==> run_1/final_congestion.png <==
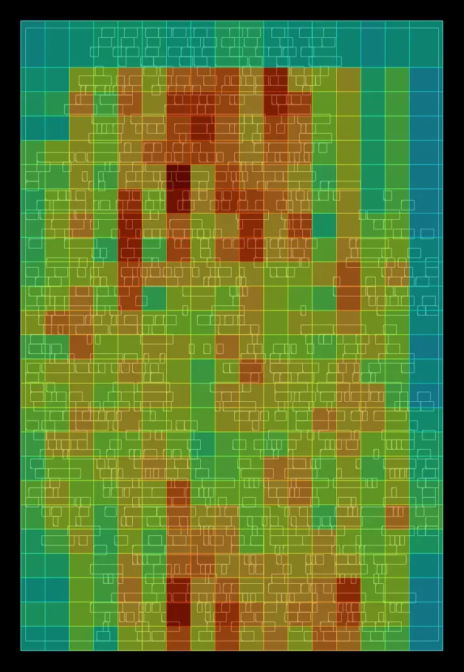
==> run_1/pdn.png <==
Pins as bars on the die edge. Tap cells in grey.
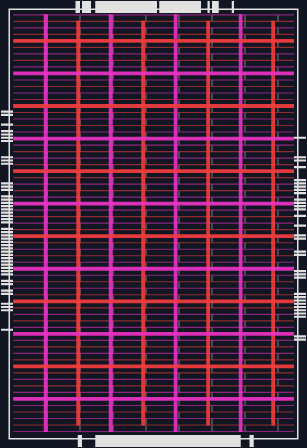
==> run_1/clock_map.png <==
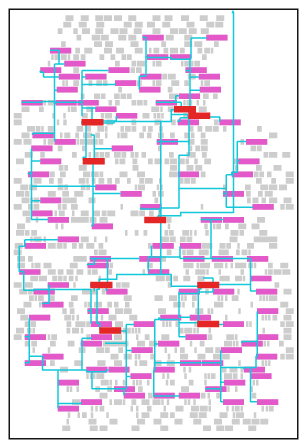
==> run_1/cell_classes.png <==
Bar = 20 um.
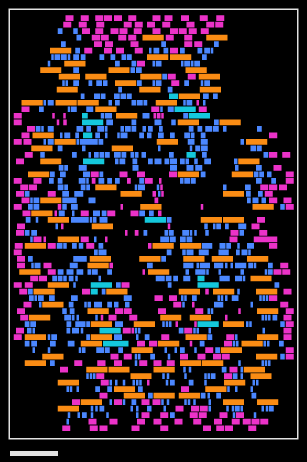
Design apb_master_rmw_flat, sky130hd; sources not shown.
==> results.yml, run 1 <==
# physical design summary
clock_network:
  clk_path_buf_depth: 2
  ctsHoldBuffers: 0
  cts_tree: "done"
  cts_made_buffers: 9
  htreeDepth: 3
  cts_resized: 0
  cts-root-buf: "clkbuf_16"
  cts.sinks: 107
  clkTransAtPathRegs_ps: 80
  post_cts_buffers: 0
finish:
  clk_share: 0.03671
  logic_area_um2: 2960
  syn2layout_area_growth_pct: 46.58
  fill_cells: 2075
  num_antenna_cells: 1
  layout-drive-gt1-share: 0.04954
  nFlopsAndLatches: 107
  buffers: 244
  flop_area_um2: 2678
  num-multi-input-gates: 491
  nNonClkInverters: 10
  fin_cells: 1133
  comb_area_share: 0.3460
  nonClkBufAreaFrac: 0.2607
  n_clock_buffer: 9
  layout.nets: 974
  largest_class: "multi-input combinational cells"
routing:
  ant_nets: 0
  route.detailed.drc: 0
  routed_wl_um: 20250
  drt-vias-per-instance: 4.757
  routed-wl-met2_um: 10810
  drtPass1Iterations: 4
  wl_met3_um: 773
  routed-via-count: 5390
  wl_met1_um: 8057
  top_layer_used: "met5"
  drtIter0Drc: 242
floorplanning:
  pin_count: 205
  fp_util: 0.2858
  die_area_um2: 21440
  nWellTaps: 264
yosys:
  synth_area_leader_cell: "dfrtp_1"
  adder_share: 0.01715
  edf_count: 0
  ys_seq_share: 0.4587
  xor_area_frac: 0.04502
  top_logic_kind: "simple AND/OR/NAND/NOR gates"
  synth_cells: 647
  synthTopCellsByCount: "and2_1, nand2_1, dfrtp_1, nor2_1, a22oi_1"
  fp_nets: 758
  mux_area_frac: 0.02144
  ys_sh_simple: 0.3055
  ys_types: 44
  synth_top_cell_by_count: "and2_1"
  ys_area_um2: 5837
  synth-main-ff-cell: "dfrtp_1"
  yosysWarnings: 6
  ys_cells: 647
  aoi_share: 0.1181
  synthArstFlopShare: 1.000
  top_area_frac: 0.4587
  netlist_area_um2: 5837
  area_leaders: "dfrtp_1, and2_1, nand2_1, a22oi_1, xor2_1"
  numSynthFlops: 107
  avgSynthCellArea_um2: 9.021
global_routing:
  first_global_vias: 5447
  antenna_found_initial: 2
  grt_use_met3: 0.03244
  grt_pass1_wl_um: 30750
  use_met1: 0.2200
  grt_overflow: 0
  grt_max_degree: 60
sta:
  slew_headroom: 0.4937
  maxClockFrequency_ghz: 0.2340
  worstMarginPinSlew_ps: 759.5
  fin_setup_tns_ps: 0
  holdWs_ps: 318.2
  setup_ws_ps: 1976
  rsz0062_at_grt: "no"
  final.min_clock_period_ps: 4274
  final-hold-violation-count: 0
  fin_crit_sh: 0.6839
  drv_slew: 0
  finalSetupViolCount: 0
pwr:
  p_sw_frac: 0.3691
  power_frac_comb: 0.476
  ir_worst_vdd_v: 0.0001552
  seqPwrFrac: 0.339
  p_total_w: 0.003356
  p_per_area_nw_per_um2: 392.2
  p_seq_w: 0.00114
  p_leak_nw: 3.721
  switchingPower_w: 0.001239
  p_int_w: 0.002117
  power_leader: "combinational logic"
  pg_comb_w: 0.00160
critical_path:
  arrival_ps: 2870
  crit_chain: "inv_1 > ha_1 > and3_1 > clkbuf_1 > and2_1 > clkdlybuf4s50_1"
  ff2ff_setup_slack_ps: 3420
  slowest_delay_ps: 550
  crit_required_ps: 4850
  crit_cells: 6
  worstPathMaxFanout: 10
  critical_path_buf_inv_count: 3
  worst_setup_path_start_kind: "flop"
  critPathKind: "flop to output pin"
  path_delay_family: "buffers and inverters"
  cp_slowest_cell: "clkdlybuf4s50_1"
  r2r_cells: 8
  end_kind: "output pin"
status:
  run_status: "completed"
flow_run:
  cap_viol_max_count: 0
  warnings: 31
placed_design:
  place_area_um2: 8239
  portBuffers: 204
  dp.cells: 1116
  dp.final_hpwl_um: 15120
  place_ws_ps: 2278
hold_path:
  hold_path_class: "flop to flop"
  holdPathStages: 2
-- final_congestion.png (at the start) --
Wirelength per Cell: 17.87 um
GR Util All Layers: 0.1917
Top Usage Layer GRT: met2
GR Layer Usage met2: 0.3480
final core area utilization: 0.4190

-- pdn.png (at the start) --
VDD: marked red. VSS: marked magenta.
12 straps on met5. 65 met1 rails follow the rows. The core has 64 rows. 8 straps on met4.
area of the core: 20420 um^2
Die Height: 178.8 um
die width: 119.9 um

-- clock_map.png (at the start) --
flip-flops: marked magenta, count 107. clock wires: marked cyan, length 1600 um. cells driving clock nets: marked red, count 9.
There are 10 routed clock nets.
clock share of power: 0.186
Power Clock: 0.000623 W
latest clock arrival within the worst-skew pair: 360 ps

-- cell_classes.png (at the start) --
all other logic: marked blue, cells 501, share of their area 36%. flops: marked orange, cells 107, share of their area 33%. other buffers and delay cells: marked magenta, cells 244, share of their area 27%. clock drivers and dummy loads: marked cyan, cells 16, share of their area 3.8%.
post-route cell area: 8556 um^2
FP Rows: 64
sequential share of cell area: 0.3130

[run 1: layout by cell type, fill, tap and decap left out, drive strengths merged, types with 8 or more instances in the layout]
cell | netlist | routed
nand3 | 8 | 8
a22oi | 32 | 32
inv | 10 | 15
ha | 8 | 8
nand2 | 116 | 116
dfrtp | 107 | 107
clkdlybuf4s50 | 0 | 204
and2 | 124 | 124
nor2 | 43 | 43
mux2i | 8 | 8
a21oi | 27 | 27
and3 | 9 | 9
buf | 12 | 13
xor2 | 23 | 23
o21ai | 13 | 13
nand4 | 17 | 17
a211oi | 24 | 24
clkbuf | 27 | 36
[run 1: worst register-to-register path: cells and delay by family, from the launching register on]
kind | cells | cell delay, ps
fa+ha+maj | 1 | 380
buf+inv | 2 | 430
flops | 1 | 400
simple gates | 3 | 540
compound gates | 2 | 790
==> run_1/registers.png <==
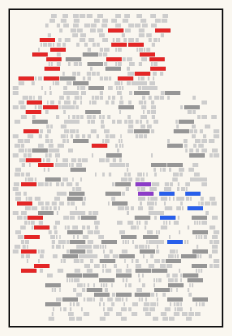

==> run 2, diff against run 1 <==
CORE_UTILIZATION = 26   (was 28)
PLACE_DENSITY = 0.8   (was 0.85)
clock period = 4.15 ns   (was 6.25 ns; I/O delays follow)
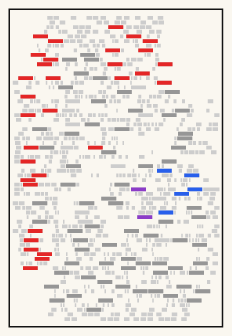
(run_2/registers.png)
u_core/u_wait_timer/count: marked blue, placed flops 5, where right middle. u_core/state: marked purple, placed flops 2. u_core/rdata_q: marked red, placed flops 32.
sequential share of cell area: 0.3139
Reg area: 2678 um^2
sequential cell power: 0.00171 W
final core area utilization: 0.3898

==> run 2 against run 1 <==
Critical endpoint is now bus_pwdata_o[30]. Non-clock buffer count is the same. Synthesized cell count unchanged. Highest routed layer is now met4. Sequential power is about 50% higher.
==> results.yml, run 2 <==
# physical design summary
clock_network:
  htreeDepth: 3
  clk-insertion-delay-late_ps: 350
  ctsHoldBuffers: 0
  clkTransAtPathRegs_ps: 80
  clk_path_buf_depth: 2
  cts.sinks: 107
  cts_tree: "done"
  cts-root-buf: "clkbuf_16"
finish:
  buffers: 244
  num-multi-input-gates: 491
  nFlopsAndLatches: 107
  nNonClkInverters: 10
  layout-drive-gt1-share: 0.04839
  fill_cells: 2210
  logic_area_um2: 2960
  nonClkBufAreaFrac: 0.2615
  num_antenna_cells: 1
  fin_cells: 1141
  n_clock_buffer: 10
  syn2layout_area_growth_pct: 46.15
  layout.nets: 974
  largest_class: "multi-input combinational cells"
  clk_share: 0.03271
yosys:
  synthTopCellsByCount: "and2_1, nand2_1, dfrtp_1, nor2_1, a22oi_1"
  synth-main-ff-cell: "dfrtp_1"
  synth_top_cell_by_count: "and2_1"
  numSynthFlops: 107
  avgSynthCellArea_um2: 9.021
  ys_types: 44
  xor_area_frac: 0.04502
  mux_area_frac: 0.02144
  aoi_share: 0.1181
  ys_cells: 647
  ys_sh_simple: 0.3055
  ys_area_um2: 5837
  top_logic_kind: "simple AND/OR/NAND/NOR gates"
  yosysWarnings: 6
  top_area_frac: 0.4587
critical_path:
  crit_chain: "inv_1 > ha_1 > and3_1 > buf_1 > and2_1 > clkdlybuf4s50_1"
  crit_required_ps: 3170
  arrival_ps: 2980
  ff2ff_setup_slack_ps: 1280
  path_delay_family: "buffers and inverters"
  worstPathMaxFanout: 10
  worst_setup_path_start_kind: "flop"
  cp_slowest_cell: "clkdlybuf4s50_1"
  crit_cells: 6
global_routing:
  first_global_vias: 5458
  grt_overflow: 0
  grt_max_degree: 53
  antenna_found_initial: 1
  track_usage: 0.1809
flow_run:
  warnings: 31
  cap_viol_max_count: 0
routing:
  routed_wl_um: 20670
  drt-vias-per-instance: 4.684
  drtPass1Iterations: 5
  ant_nets: 0
  routedWlPerCell_um: 18.11
  route.detailed.drc: 0
  drtIter0Drc: 251
status:
  run_status: "completed"
placed_design:
  portBuffers: 204
  place_ws_ps: 536.6
pwr:
  clkPwrFrac: 0.170
  p_int_w: 0.003118
  power_frac_comb: 0.486
  switchingPower_w: 0.001839
  p_sw_frac: 0.3710
  pg_comb_w: 0.00241
  p_per_area_nw_per_um2: 581.1
  p_leak_nw: 3.704
sta:
  maxClockFrequency_ghz: 0.2525
  final.min_clock_period_ps: 3961
  slew_headroom: 0.4625
  fin_setup_tns_ps: 0
floorplanning:
  pin_count: 205
  row_count: 66
  die_area_um2: 23060
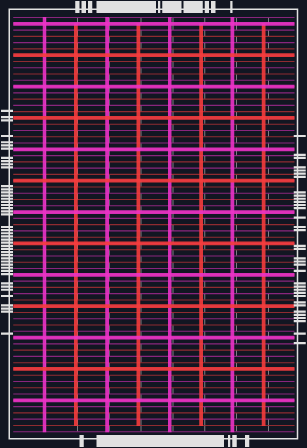
(run_2/pdn.png)
Pins as bars on the die edge. Tap cells in grey.
VDD: marked red. VSS: marked magenta.
67 met1 rails follow the rows. 8 straps on met4.
worst vdd ir: 0.0002477 V
area of the core: 21880 um^2
die width: 124.3 um
Die Height: 185.5 um

run 2: cell count changes in the layout (fill, tap and decap cells not counted), sizes merged:
cell,change
buf,+1
inv,-3
clkinv,+3
bufinv,-1
run 2: stage by stage:
step | instance area, um^2 | total power, W
after floorplan | 5837 | 0.002990
after global placement | 8219 | 0.004149
after detailed placement | 8249 | 0.004180
after CTS | 8528 | 0.005054
after global routing | 8531 | 0.005373
final | 8531 | 0.004957
run 2: metal layers:
metal	global-route usage	vias to the layer above	wire length, um
li1	-	2610	-
met1	0.2143	2577	8317
met2	0.3284	138	10910
met3	0.03162	20	1009
met4	0.06072	0	429
met5	0	-	0
run 2: timing repair:
| item | in CTS | in global routing |
|---|---|---|
| endpoints found under the setup margin | 0 | 1 |
| hold endpoints to repair | 0 | 0 |
| buffers inserted | 0 | 0 |
| resized | 0 | 1 |
Power is estimated from default activity; no workload was simulated.
